`config.mk`:
```
export PLATFORM = sky130hd
export DESIGN_NAME = axon_delay_line
export DESIGN_NICKNAME = d
export VERILOG_FILES = /design/src/rtl/axon_pkg.sv /design/src/rtl/axon_ts_fifo.sv /design/src/rtl/axon_delay_line.sv
export SDC_FILE = /design/constraint.sdc
export NUM_CORES = 1
export LEC_CHECK = 0
export ABC_CLOCK_PERIOD_IN_PS = 3300
export CAP_MARGIN = 20
export CORE_ASPECT_RATIO = 1.5
export CORE_MARGIN = 5
export CORE_UTILIZATION = 35
export DETAILED_ROUTE_END_ITERATION = 8
export HOLD_SLACK_MARGIN = 0.06
export PLACE_DENSITY = 0.49
export SLEW_MARGIN = 30
export SYNTH_ARGS = -nofsm -noshare
export SYNTH_HDL_FRONTEND = slang
export SYNTH_SLANG_ARGS = --single-unit
```
`constraint.sdc`:
```
create_clock -name clock -period 3.3 [get_ports clock]
set_input_delay 0.825 -clock clock [delete_from_list [all_inputs] [get_ports clock]]
set_output_delay 0.825 -clock clock [all_outputs]
set_load 0.02 [all_outputs]
```
`src/rtl/axon_pkg.sv`:
```
// rtl/axon_pkg.sv - shared constants and timestamp type for the axon delay line
package axon_pkg;
  localparam int DFLT_DELAY_W = 6;
  localparam int DROP_CNT_W   = 16;

  typedef logic [DFLT_DELAY_W-1:0] axon_ts_t;
endpackage

```
`src/rtl/axon_ts_fifo.sv`:
```
// rtl/axon_ts_fifo.sv - in-order FIFO of spike due timestamps
// Push is accepted when not full, or when a pop happens on the same edge.
module axon_ts_fifo
  import axon_pkg::*;
#(
  parameter int WIDTH = $bits(axon_ts_t),
  parameter int DEPTH = 8,
  localparam int CNT_W = $clog2(DEPTH + 1),
  localparam int PTR_W = (DEPTH > 1) ? $clog2(DEPTH) : 1
) (
  input  logic             clock,
  input  logic             reset,
  input  logic             push,
  input  logic [WIDTH-1:0] push_data,
  input  logic             pop,
  output logic [WIDTH-1:0] head,
  output logic [CNT_W-1:0] count,
  output logic             full,
  output logic             empty
);

  logic [WIDTH-1:0] mem_q [DEPTH];
  logic [WIDTH-1:0] mem_d [DEPTH];
  logic [PTR_W-1:0] wr_ptr_q, wr_ptr_d;
  logic [PTR_W-1:0] rd_ptr_q, rd_ptr_d;
  logic [CNT_W-1:0] count_q, count_d;
  logic             push_ok, pop_ok;

  assign empty   = (count_q == '0);
  assign full    = (count_q == CNT_W'(DEPTH));
  assign pop_ok  = pop && !empty;
  assign push_ok = push && (!full || pop_ok);
  assign head    = mem_q[rd_ptr_q];
  assign count   = count_q;

  always_comb begin
    mem_d    = mem_q;
    wr_ptr_d = wr_ptr_q;
    rd_ptr_d = rd_ptr_q;
    count_d  = count_q;
    if (push_ok) begin
      mem_d[wr_ptr_q] = push_data;
      wr_ptr_d = (wr_ptr_q == PTR_W'(DEPTH - 1)) ? '0 : wr_ptr_q + PTR_W'(1);
    end
    if (pop_ok) begin
      rd_ptr_d = (rd_ptr_q == PTR_W'(DEPTH - 1)) ? '0 : rd_ptr_q + PTR_W'(1);
    end
    case ({push_ok, pop_ok})
      2'b10:   count_d = count_q + CNT_W'(1);
      2'b01:   count_d = count_q - CNT_W'(1);
      default: count_d = count_q;
    endcase
  end

  always_ff @(posedge clock) begin
    if (reset) begin
      wr_ptr_q <= '0;
      rd_ptr_q <= '0;
      count_q  <= '0;
    end else begin
      wr_ptr_q <= wr_ptr_d;
      rd_ptr_q <= rd_ptr_d;
      count_q  <= count_d;
    end
  end

  // Storage needs no reset; only entries between the pointers are ever read out.
  always_ff @(posedge clock) begin
    mem_q <= mem_d;
  end

endmodule

```
`src/rtl/axon_delay_line.sv`:
```
// rtl/axon_delay_line.sv - programmable multi-spike axonal delay line
// Optional drop counter port enabled by AXON_DELAY_DROP_CNT_EN.
module axon_delay_line
  import axon_pkg::*;
#(
  parameter int DELAY_W       = DFLT_DELAY_W,
  parameter int DEPTH         = 8,
  parameter int DEFAULT_DELAY = 4,
  localparam int OCC_W = $clog2(DEPTH + 1)
) (
  input  logic               clock,
  input  logic               reset,
  input  logic               spike_in,
  input  logic               delay_wr,
  input  logic [DELAY_W-1:0] delay_in,
  output logic               spike_out,
  output logic               busy,
  output logic [OCC_W-1:0]   occupancy,
  output logic               drop,
`ifdef AXON_DELAY_DROP_CNT_EN
  output logic [DROP_CNT_W-1:0] drop_count,
`endif
  output logic               delay_err
);

  logic [DELAY_W-1:0] now_q, now_d;
  logic [DELAY_W-1:0] delay_q, delay_d;
  logic               spike_out_q, spike_out_d;
  logic               drop_q, drop_d;
  logic               delay_err_q, delay_err_d;

  logic [DELAY_W-1:0] head;
  logic [OCC_W-1:0]   count;
  logic               full, empty;
  logic               pop, wr_ok;

  axon_ts_fifo #(
    .WIDTH (DELAY_W),
    .DEPTH (DEPTH)
  ) u_fifo (
    .clock     (clock),
    .reset     (reset),
    .push      (spike_in),
    .push_data (now_q + delay_q),
    .pop       (pop),
    .head      (head),
    .count     (count),
    .full      (full),
    .empty     (empty)
  );

  // Due stamps are strictly increasing, so only the head can ever be due.
  assign pop   = !empty && (head == now_q);
  assign wr_ok = delay_wr && empty && (delay_in != '0);

  always_comb begin
    now_d       = now_q + DELAY_W'(1);
    delay_d     = wr_ok ? delay_in : delay_q;
    spike_out_d = pop;
    drop_d      = spike_in && full && !pop;
    delay_err_d = delay_wr && !wr_ok;
  end

  always_ff @(posedge clock) begin
    if (reset) begin
      now_q       <= '0;
      delay_q     <= DELAY_W'(DEFAULT_DELAY);
      spike_out_q <= 1'b0;
      drop_q      <= 1'b0;
      delay_err_q <= 1'b0;
    end else begin
      now_q       <= now_d;
      delay_q     <= delay_d;
      spike_out_q <= spike_out_d;
      drop_q      <= drop_d;
      delay_err_q <= delay_err_d;
    end
  end

`ifdef AXON_DELAY_DROP_CNT_EN
  logic [DROP_CNT_W-1:0] drop_cnt_q, drop_cnt_d;

  always_comb begin
    drop_cnt_d = drop_cnt_q;
    if (drop_d && (drop_cnt_q != '1)) begin
      drop_cnt_d = drop_cnt_q + DROP_CNT_W'(1);
    end
  end

  always_ff @(posedge clock) begin
    if (reset) begin
      drop_cnt_q <= '0;
    end else begin
      drop_cnt_q <= drop_cnt_d;
    end
  end

  assign drop_count = drop_cnt_q;
`endif

  assign spike_out = spike_out_q;
  assign drop      = drop_q;
  assign delay_err = delay_err_q;
  assign occupancy = count;
  assign busy      = (count != '0);

endmodule

```
==> run_1/floorplan.png <==
Scale bar: 20 µm. Pins as bars on the die edge.
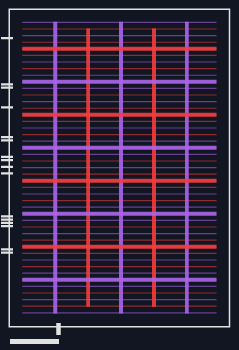
VDD -> red
VSS -> purple
signal pins = 18
met4 straps = 5
met5 straps = 8
rows = 44
die height: 130 µm
VDD IR max: 318 µV
die extent in x: 90.2 µm
Core Area: 9580 µm²

==> run_1/class_map.png <==
Fill, decap, tap and diode cells in grey.
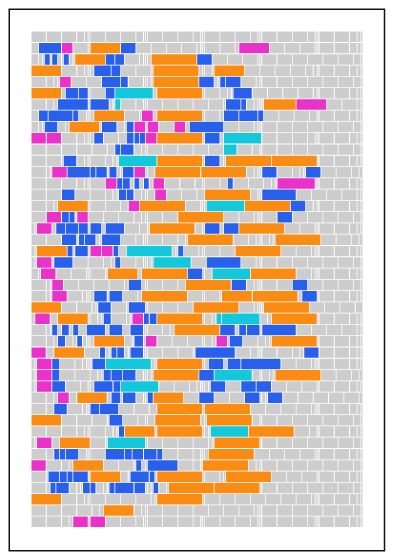
remaining logic cells -> blue  # cells 163, share of their area 33%
remaining buffers and delay cells -> magenta  # cells 40, share of their area 9.6%
sequential cells -> orange  # cells 73, share of their area 48%
clock drivers and dummy loads -> cyan  # cells 16, share of their area 8.7%
post-layout instance area: 4160 µm²
final core area utilization: 43.5%
site row count: 44
proportion of cell area occupied by registers: 46.7%

==> summary.txt, run 1 <==
Implementation status.

- The flow ran to the end, and the final reports show no timing, DRC or antenna violations.
- The highest cell delay on the worst timing path is 0.55 ns.
- The first element of the critical path is u_fifo.rd_ptr_q[1]$_SDFFE_PP0P_.
- In this run the power density over the cells is 577 nW/µm².
- By area the synthesized netlist is led by edfxtp_1 (43%), dfxtp_1 (15%), mux2i_1 (9.2%).
- The launch point of the worst hold path is delay_q[4]$_SDFFE_PP0P_.
- The biggest area contributor in the post-synthesis netlist is edfxtp_1.
- The clock net in this run drives a total of 73 sinks.
- In this run the layout overhead on the synthesized area is reported as 23.4%.
- The dominant kind of combinational cell is multiplexers.
- The post-CTS resize count is 0.
- The register share after synthesis is 57.6%.
- The cell-mix breakdown from Yosys lists the XOR/XNOR area share as 4.41%.
- The commonest cells after synthesis are edfxtp_1 (48), mux2i_1 (31), dfxtp_1 (25).
- The total of fill cells in the finished design is 900.
- For this run the detailed placement stage logged an HPWL of 5090 µm.
- The met2 layer wire length in the routed design is 3830 µm.
- Per the synthesis report, the single largest cell type by area occupies 42.7% of cell area.
- A synthesized cell averages 13.7 µm².
- The number of logic inverters in the finished layout is 12.
- Measured against the total synthesized area, the mux share comes to 14.4%.
- The multi-input combinational area share is 31.1%.
- Measured in cells, the most critical reg-to-reg path has a length of 13.
- The library cell with the highest instance count after synthesis is edfxtp_1.
- The die covers 11,700 µm².
- In this run, the combinational gates consume 9.8% of the power.
- The number of placed instances, taps included is 390.
- The number of setup buffers added after CTS is 0.
- The commonest register cell is edfxtp_1.
- STA reports the tightest min-delay check as being of type flip-flop to flip-flop.
- The cell count after synthesis is 246.
- The floorplan report gives the top-level pin count as 18.
- In this run the cell area measured after placement is 3790 µm².
- The met1 usage in global routing is 13.4%.
- The post-synth count of flops with an enable pin is 48.
- The max-capacitance violation count is 0.
- The clock tree from TritonCTS is done.
- The area-dominant cell class after layout is flip-flops and latches.
- The buffer_ports step reported a buffer count of 17.
- Using the TritonRoute via totals, the vias-per-cell ratio works out to 4.92.
- The layout net count is 311.
- The number of synthesis warnings is 0.
- The layout report lists the clock-cell share of area as 8.45%.
- Per the final report, the share of cell area in non-clock buffers is 9.26%.
- The critical path crosses 13 cells after its start point.
- Per STA, the worst path is made up of buf_12 -> mux2i_1 -> mux4_1 -> xor2_1 -> nand4_1 -> or3_4 -> inv_1 -> ha_1 -> a21o_1 -> a21o_1 -> or3_1 -> mux2i_1 -> a211oi_2.
- Counting plain and timing-repair buffers in the layout gives 40.
- The arrival time of data at the critical path endpoint is 3.34 ns.
- The weighted congestion at the end of routability-driven global placement is 0.747.
- Cells with a size suffix above 1 make up 17.1% of the layout.
- Entering global routing, the biggest net connects 22 pins.
- In the global route stage, met2 resource usage came out at 23.6%.
- The worst setup path is launched from a flip-flop.
- The overall power of the completed layout is 0.00240 W.
- The synthesized netlist net count is 270.
- Together, buffers and inverters on the worst path number 2.
- The achievable frequency is 320 MHz.
- The clock period minus worst slack is 3.13 ns.
- Looking at the critical path, the highest net fanout was 14.
- The async set-or-reset flop fraction in the synthesized netlist is 0%.
- The worst reg2reg path startpoint is u_fifo.rd_ptr_q[1]$_SDFFE_PP0P_.
- The critical path is of the flip-flop to flip-flop type.
- The data required time at the worst endpoint is 3.51 ns.
- The tally of non-filler cells in the final layout is 407.
- The slew at the pin with the worst max-slew slack is 0.647 ns.
- The instance count along the most critical hold path is 2.
- The count of state elements after synthesis is 73.
- The mapped cell area is 3370 µm².
- Per the CTS log, the root buffer master is clkbuf_16.
- The area used by multi-input combinational logic is 1290 µm².
- The detailed router put a total of 2800 µm of wire on met1.
- The count of final max-slew check failures is 0.
- Power attributed to combinational cells is 0.000235 W.
- The gate-level netlist out of Yosys references 46 unique cell types.
- The sink of the worst hold path is delay_q[4]$_SDFFE_PP0P_.
- The global-route congestion overflow total is 0.
- The switching fraction of total power is 21.1%.
- The final setup slack of the worst path is 0.170 ns.
- Per the STA report, the cell with the highest stage delay on the worst path is mux4_1.
- In this run, power in flip-flops and latches comes to 0.00106 W.
- Per the final timing report, the hold violations number 0.
- The biggest power consumer among the groups is the clock network.
==> run_1/clock_wires.png <==
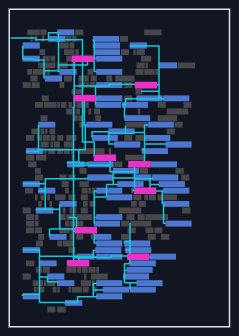
clock wires -> cyan  # length 906 µm
flip-flops -> blue  # count 73
clock-net drivers -> magenta  # count 9
routed clock nets = 10
clock latency reported for the late side of the worst-skew pair: 0.33 ns
clock group power: 0.00111 W
clock share of power: 46.3%
Worst Skew: 0.00775 ns

==> run_1/layers.png <==
Scale bar: 20 µm. Two of the layers only.
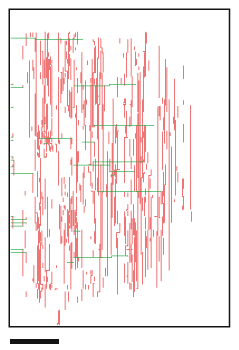
M2 -> red  # wire length 3,830 µm
M3 -> green  # wire length 251 µm
total length of routed wires: 7000 µm
detailed-route via count: 2,001
global-route usage over all layers: 12.6%
WL/cell: 17.2 µm

==> run_1/clock_nets.png <==
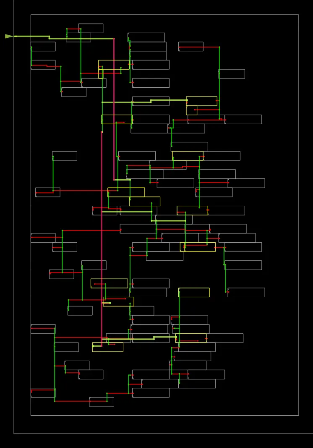

==> inputs of run 2 (changes only) <==
--- a/config.mk
+++ b/config.mk
@@ -12,7 +12,7 @@
 export CORE_UTILIZATION = 35
 export DETAILED_ROUTE_END_ITERATION = 8
 export HOLD_SLACK_MARGIN = 0.06
-export PLACE_DENSITY = 0.49
+export PLACE_DENSITY = 0.63
 export SLEW_MARGIN = 30
 export SYNTH_ARGS = -nofsm -noshare
 export SYNTH_HDL_FRONTEND = slang
==> constraint.sdc (replaced) <==
create_clock -name clock -period 3.3 [get_ports clock]
set_input_delay 0.33 -clock clock [delete_from_list [all_inputs] [get_ports clock]]
set_output_delay 0.33 -clock clock [all_outputs]
set_load 0.02 [all_outputs]
==> run_2/clock_nets.png <==
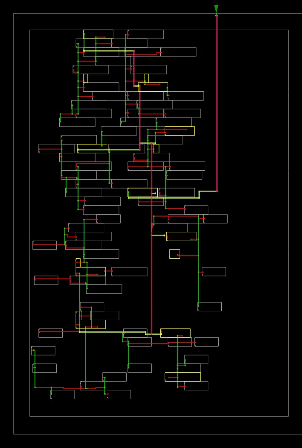
clkbuf count: 9
clock group power: 0.000929 W

==> run_2/layers.png <==
Scale bar: 20 µm. Two of the layers only.
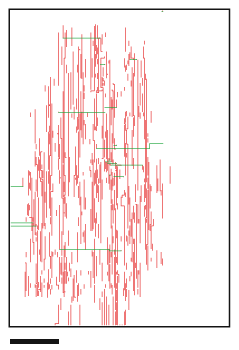
M2 -> red  # wire length 3,630 µm
M3 -> green  # wire length 148 µm
WL/cell: 16.2 µm
total length of routed wires: 6600 µm
global-route usage over all layers: 12.0%
detailed-route via count: 2,023

==> run 2 against run 1 <==
Cell area fell by 1.0%. Via count up 1.1%. Critical path depth unchanged. Largest cell class unchanged. Synthesized cell count unchanged. Cell count did not move. Non-clock buffer count unchanged. Critical endpoint unchanged. Sequential share of layout area grew 0.57 points. Flip-flop count unchanged. Register-to-register slack about the same. Fmax rose by 0.18%.
==> summary.txt, run 2 <==
Implementation status.

- The power density over the cells is 538 nW/µm² (-6.9%).
- The maximum fanout count along the critical path is 8 (-6).
- The met1 usage in global routing is 12.6% (-0.82 points).
- The tightest min-delay check is of the flip-flop to flip-flop type.
- The tally of non-filler cells in the final layout is 407 (unchanged).
- The number of placed instances, taps included is 388 (-0.51%).
- The arrival time of data at the critical path endpoint came to 3.30 ns (-0.04 ns).
- The relative contribution of combinational cells to total power is 10.4% (+0.6 points).
- The length of routed wiring on met1 is 2670 µm (-4.5%).
- The maximum number of pins on one net before global-route repair was 25 (+14%).
- The clock period minus worst slack was 3.12 ns (-0.00576 ns).
- The cell depth of the worst setup path is 13 (unchanged).
- Tracing the worst setup path back leads to its startpoint at u_fifo.rd_ptr_q[0]$_SDFFE_PP0P_.
- The count of state elements after synthesis is 73 (unchanged).
- The number of hold violations in the final report is 0 (unchanged).
- The half-perimeter wire length of the detailed placement result came to 4760 µm (-6.5%).
- The layout net count is 311 (unchanged).
- The count of final max-slew check failures came to 0 (unchanged).
- The dominant kind of combinational cell is multiplexers.
- The mean area per synthesized cell is 13.7 µm² (unchanged).
- The signal on the critical path passes through buf_6 -> mux2i_1 -> mux4_1 -> xor2_1 -> nand4_1 -> or3_4 -> inv_2 -> ha_4 -> a21o_1 -> a21o_1 -> or3_1 -> mux2i_1 -> a211oi_2.
- The sequential cell power came to 0.00106 W (about the same).
- The number of synthesis warnings is 0 (unchanged).
- The data required time at the worst endpoint is 3.48 ns (-0.03 ns).
- The overall power of the completed layout is 0.00222 W (-7.8%).
- The mapped cell area is 3370 µm² (unchanged).
- The area used by multi-input combinational logic was 1310 µm² (+1.3%).
- In this run the most critical hold path is launched from delay_q[4]$_SDFFE_PP0P_.
- The placement-stage cell area came to 3780 µm² (-0.40%).
- The max-capacitance violation count is 0 (unchanged).
- The run finished with clean final reports.
- The total buffers and inverters traversed by the critical path was 2 (unchanged).
- The clock tree from TritonCTS is done.
- The flop share of the area is 47.3% (+0.57 points).
- The register share after synthesis came to 57.6% (unchanged).
- The count of unique library cells instantiated by Yosys came to 46 (unchanged).
- The total clock sinks is 73 (unchanged).
- The library cell with the highest instance count after synthesis is edfxtp_1.
- The highest cell delay on the worst timing path was 0.53 ns (-0.02 ns).
- The weighted congestion at the end of routability-driven global placement is 0.776 (+3.9%).
- The switching fraction of total power is 22.6% (+1.5 points).
- Post-synth the commonest register cell is edfxtp_1.
- The worst hold path terminates at delay_q[4]$_SDFFE_PP0P_.
- For the worst reg-to-reg path, the startpoint reported by OpenROAD is u_fifo.rd_ptr_q[0]$_SDFFE_PP0P_.
- Ranked by power, first place goes to sequential cells.
- The number of setup buffers added after CTS was 0 (unchanged).
- Relative to the synthesized area, the layout overhead comes to 22.1%.
- The post-synthesis mux area share is 14.4% (unchanged).
- The vertical die dimension is 130 µm (unchanged).
- The number of logic inverters in the finished layout was 12 (unchanged).
- The final setup skew is 0.00647 ns (-0.00128 ns).
- Of all cell types, the one taking the most synthesized area is edfxtp_1.
- The post-synth tally of flip-flops with integrated enable is 48 (unchanged).
- The total I/O pin count is 18 (unchanged).
- The area-dominant cell class after layout is flip-flops and latches.
- The total of fill cells in the finished design is 901 (+0.11%).
- The xor and xnor fraction of the mapped netlist area is 4.41% (unchanged).
- The relative contribution of the clock network to total power was 41.9% (-4.4 points).
- The cell with the largest stage delay on the worst path is mux4_1.
- The global-route congestion overflow total is 0 (unchanged).
- The slew at the pin with the worst max-slew slack is 0.914 ns (+0.267 ns).
- The number of cells on the worst reg-to-reg path is 13 (unchanged).
- The count of buffers from port buffering is 17 (unchanged).
- The final setup slack of the worst path is 0.176 ns (+0.00576 ns).
- The width of the die is 90.2 µm (unchanged).
- The main area contributors are edfxtp_1 (43%), dfxtp_1 (15%), mux2i_1 (9.2%).
- The cell count after synthesis was 246 (unchanged).
- The full die area is 11,700 µm² (unchanged).
- The non-clock buffer count in the final layout was 40 (unchanged).
- The cell at the root of the clock tree is clkbuf_16.
- The cell area after layout came to 4120 µm² (-1.0%).
- The async set-or-reset flop fraction in the synthesized netlist came to 0% (unchanged).
- The achievable frequency is 320 MHz (+0.18%).
- The instance count along the most critical hold path is 2 (unchanged).
- The power of the combinational group was 0.000231 W (-2%).
- The share of final layout cell area taken by non-clock buffers is 9.44% (+0.19 points).
- The synthesized netlist net count is 270 (unchanged).
- The per-cell via count in the routed design was 4.97 (+1.1%).
- The multi-input combinational area share came to 31.8% (+0.72 points).
- The post-CTS resize count is 0 (unchanged).
- The insertion delay to the later sink of the worst-skew pair is 0.33 ns (about the same).
==> run_2/floorplan.png <==
Scale bar: 20 µm. Pins as bars on the die edge.
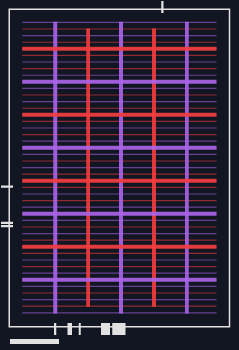
VDD -> red
VSS -> purple
rows = 44
met5 straps = 8
met4 straps = 5
signal pins = 18
VDD IR max: 303 µV

==> run_2/class_map.png <==
Fill, decap, tap and diode cells in grey.
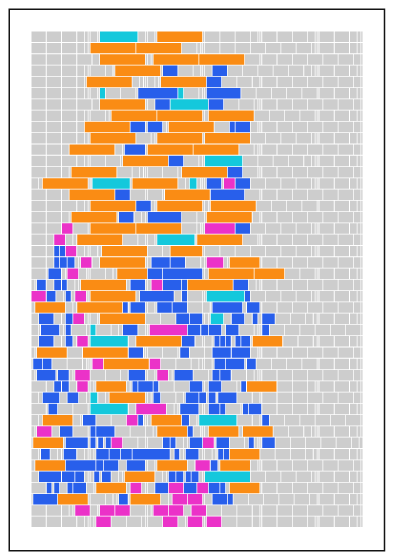

==> inputs of run 3 (changes only) <==
--- a/config.mk
+++ b/config.mk
@@ -12,7 +12,9 @@
 export CORE_UTILIZATION = 35
 export DETAILED_ROUTE_END_ITERATION = 8
 export HOLD_SLACK_MARGIN = 0.06
-export PLACE_DENSITY = 0.63
+export PLACE_DENSITY = 0.53
+export RECOVER_POWER = 50
+export SETUP_SLACK_MARGIN = 0.1
 export SLEW_MARGIN = 30
 export SYNTH_ARGS = -nofsm -noshare
 export SYNTH_HDL_FRONTEND = slang
==> run_3/class_map.png <==
Fill, decap, tap and diode cells in grey.
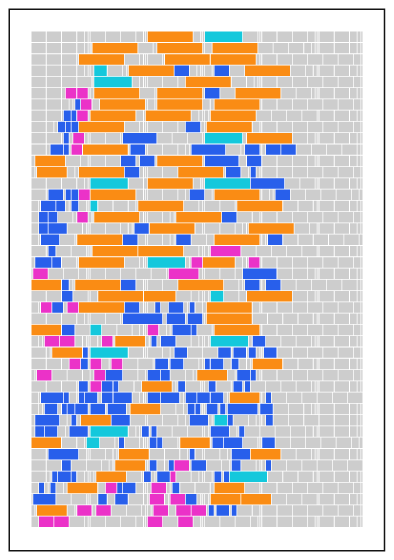
sequential cells -> orange  # cells 73, share of their area 49%
remaining logic cells -> blue  # cells 163, share of their area 34%
clock drivers and dummy loads -> cyan  # cells 16, share of their area 7.7%
remaining buffers and delay cells -> magenta  # cells 40, share of their area 9.2%
post-layout instance area: 4090 µm²
final core area utilization: 42.7%
proportion of cell area occupied by registers: 47.5%

==> run_3/floorplan.png <==
Scale bar: 20 µm. Pins as bars on the die edge.
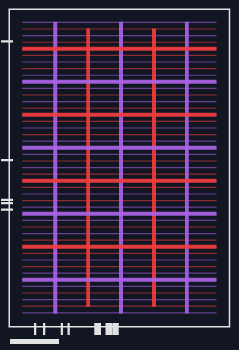
VDD -> red
VSS -> purple
met4 straps = 5
signal pins = 18
VDD IR max: 327 µV

==> run 3 against run 2 <==
Combinational power is essentially flat. Core utilization is 0.31 points lower. Global-route usage rose by 0.77 points. Die area unchanged. First-iteration DRC count rose by 65%. Largest cell class unchanged. Highest routed layer unchanged.
==> summary.txt, run 3 <==
Implementation status.

- The post-CTS resize count is 3 (+3).
- The run finished with clean final reports.
- The number of cells on the worst reg-to-reg path is 13 (unchanged).
- The sink of the worst hold path is delay_q[4]$_SDFFE_PP0P_.
- The max-capacitance violation count is 0 (unchanged).
- The post-synthesis mux area share is 14.4% (unchanged).
- The highest cell delay on the worst timing path is 0.50 ns (-0.03 ns).
- The overall power of the completed layout is 0.00227 W (+2.3%).
- The mean area per synthesized cell is 13.7 µm² (unchanged).
- Ranked by power, first place goes to sequential cells.
- The share of final layout cell area taken by non-clock buffers is 8.90% (-0.54 points).
- The total clock sinks is 73 (unchanged).
- The vertical die dimension came to 130 µm (unchanged).
- The arrival time of data at the critical path endpoint is 3.37 ns (+0.07 ns).
- The global-route congestion overflow total is 0 (unchanged).
- The clock period minus worst slack was 3.15 ns (+0.0283 ns).
- The clock tree from TritonCTS is done.
- The layout overhead on the synthesized area is 21.3%.
- The class of the worst hold path is flip-flop to flip-flop.
- The maximum fanout count along the critical path is 9 (+1).
- The area used by multi-input combinational logic is 1290 µm² (-1.5%).
- The per-cell via count in the routed design came to 4.97 (about the same).
- The relative contribution of the clock network to total power came to 43.3% (+1.4 points).
- The met1 usage in global routing is 13.7% (+1.1 points).
- The placement-stage cell area was 3790 µm² (+0.40%).
- The data required time at the worst endpoint is 3.52 ns (+0.04 ns).
- The tally of non-filler cells in the final layout is 407 (unchanged).
- The report lists the cells along the critical path as buf_12 -> mux2i_1 -> mux4_2 -> xor2_1 -> nand4_1 -> or3_4 -> inv_2 -> ha_1 -> a21o_1 -> a21o_1 -> or3_1 -> mux2i_1 -> a211oi_2.
- The slew at the pin with the worst max-slew slack is 0.876 ns (-0.0384 ns).
- The sequential cell power came to 0.00106 W (about the same).
- The synthesized netlist net count is 270 (unchanged).
- In this run the worst setup path begins at u_fifo.rd_ptr_q[0]$_SDFFE_PP0P_.
- The global-route usage over all layers is 12.7% (+0.77 points).
- The insertion delay to the later sink of the worst-skew pair is 0.34 ns (about the same).
- The number of placed instances, taps included was 390 (+0.52%).
- The count of unique library cells instantiated by Yosys came to 46 (unchanged).
- The achievable frequency was 317 MHz (-0.90%).
- The power of the combinational group is 0.000228 W (about the same).
- The critical path's slowest stage uses the library cell mux4_2.
- The maximum number of pins on one net before global-route repair came to 26 (+4.0%).
- The cell sitting at the root of the clock tree is a clkbuf_16.
- The full die area is 11,700 µm² (unchanged).
- The area-dominant cell class after layout is flip-flops and latches.
- The cell count after synthesis is 246 (unchanged).
- The final setup slack of the worst path is 0.148 ns (-0.0283 ns).
- The flip-flop cell with the highest count after synthesis is edfxtp_1.
- The wire length per cell after detailed routing is 17.0 µm (+4.6%).
- The mapped cell area is 3370 µm² (unchanged).
==> run_3/layers.png <==
Scale bar: 20 µm. Two of the layers only.
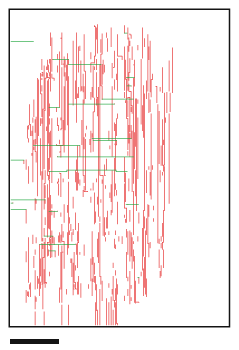
M2 -> red  # wire length 3,790 µm
M3 -> green  # wire length 236 µm
detailed-route via count: 2,021
total length of routed wires: 6900 µm

Power is estimated from default activity; no workload was simulated.
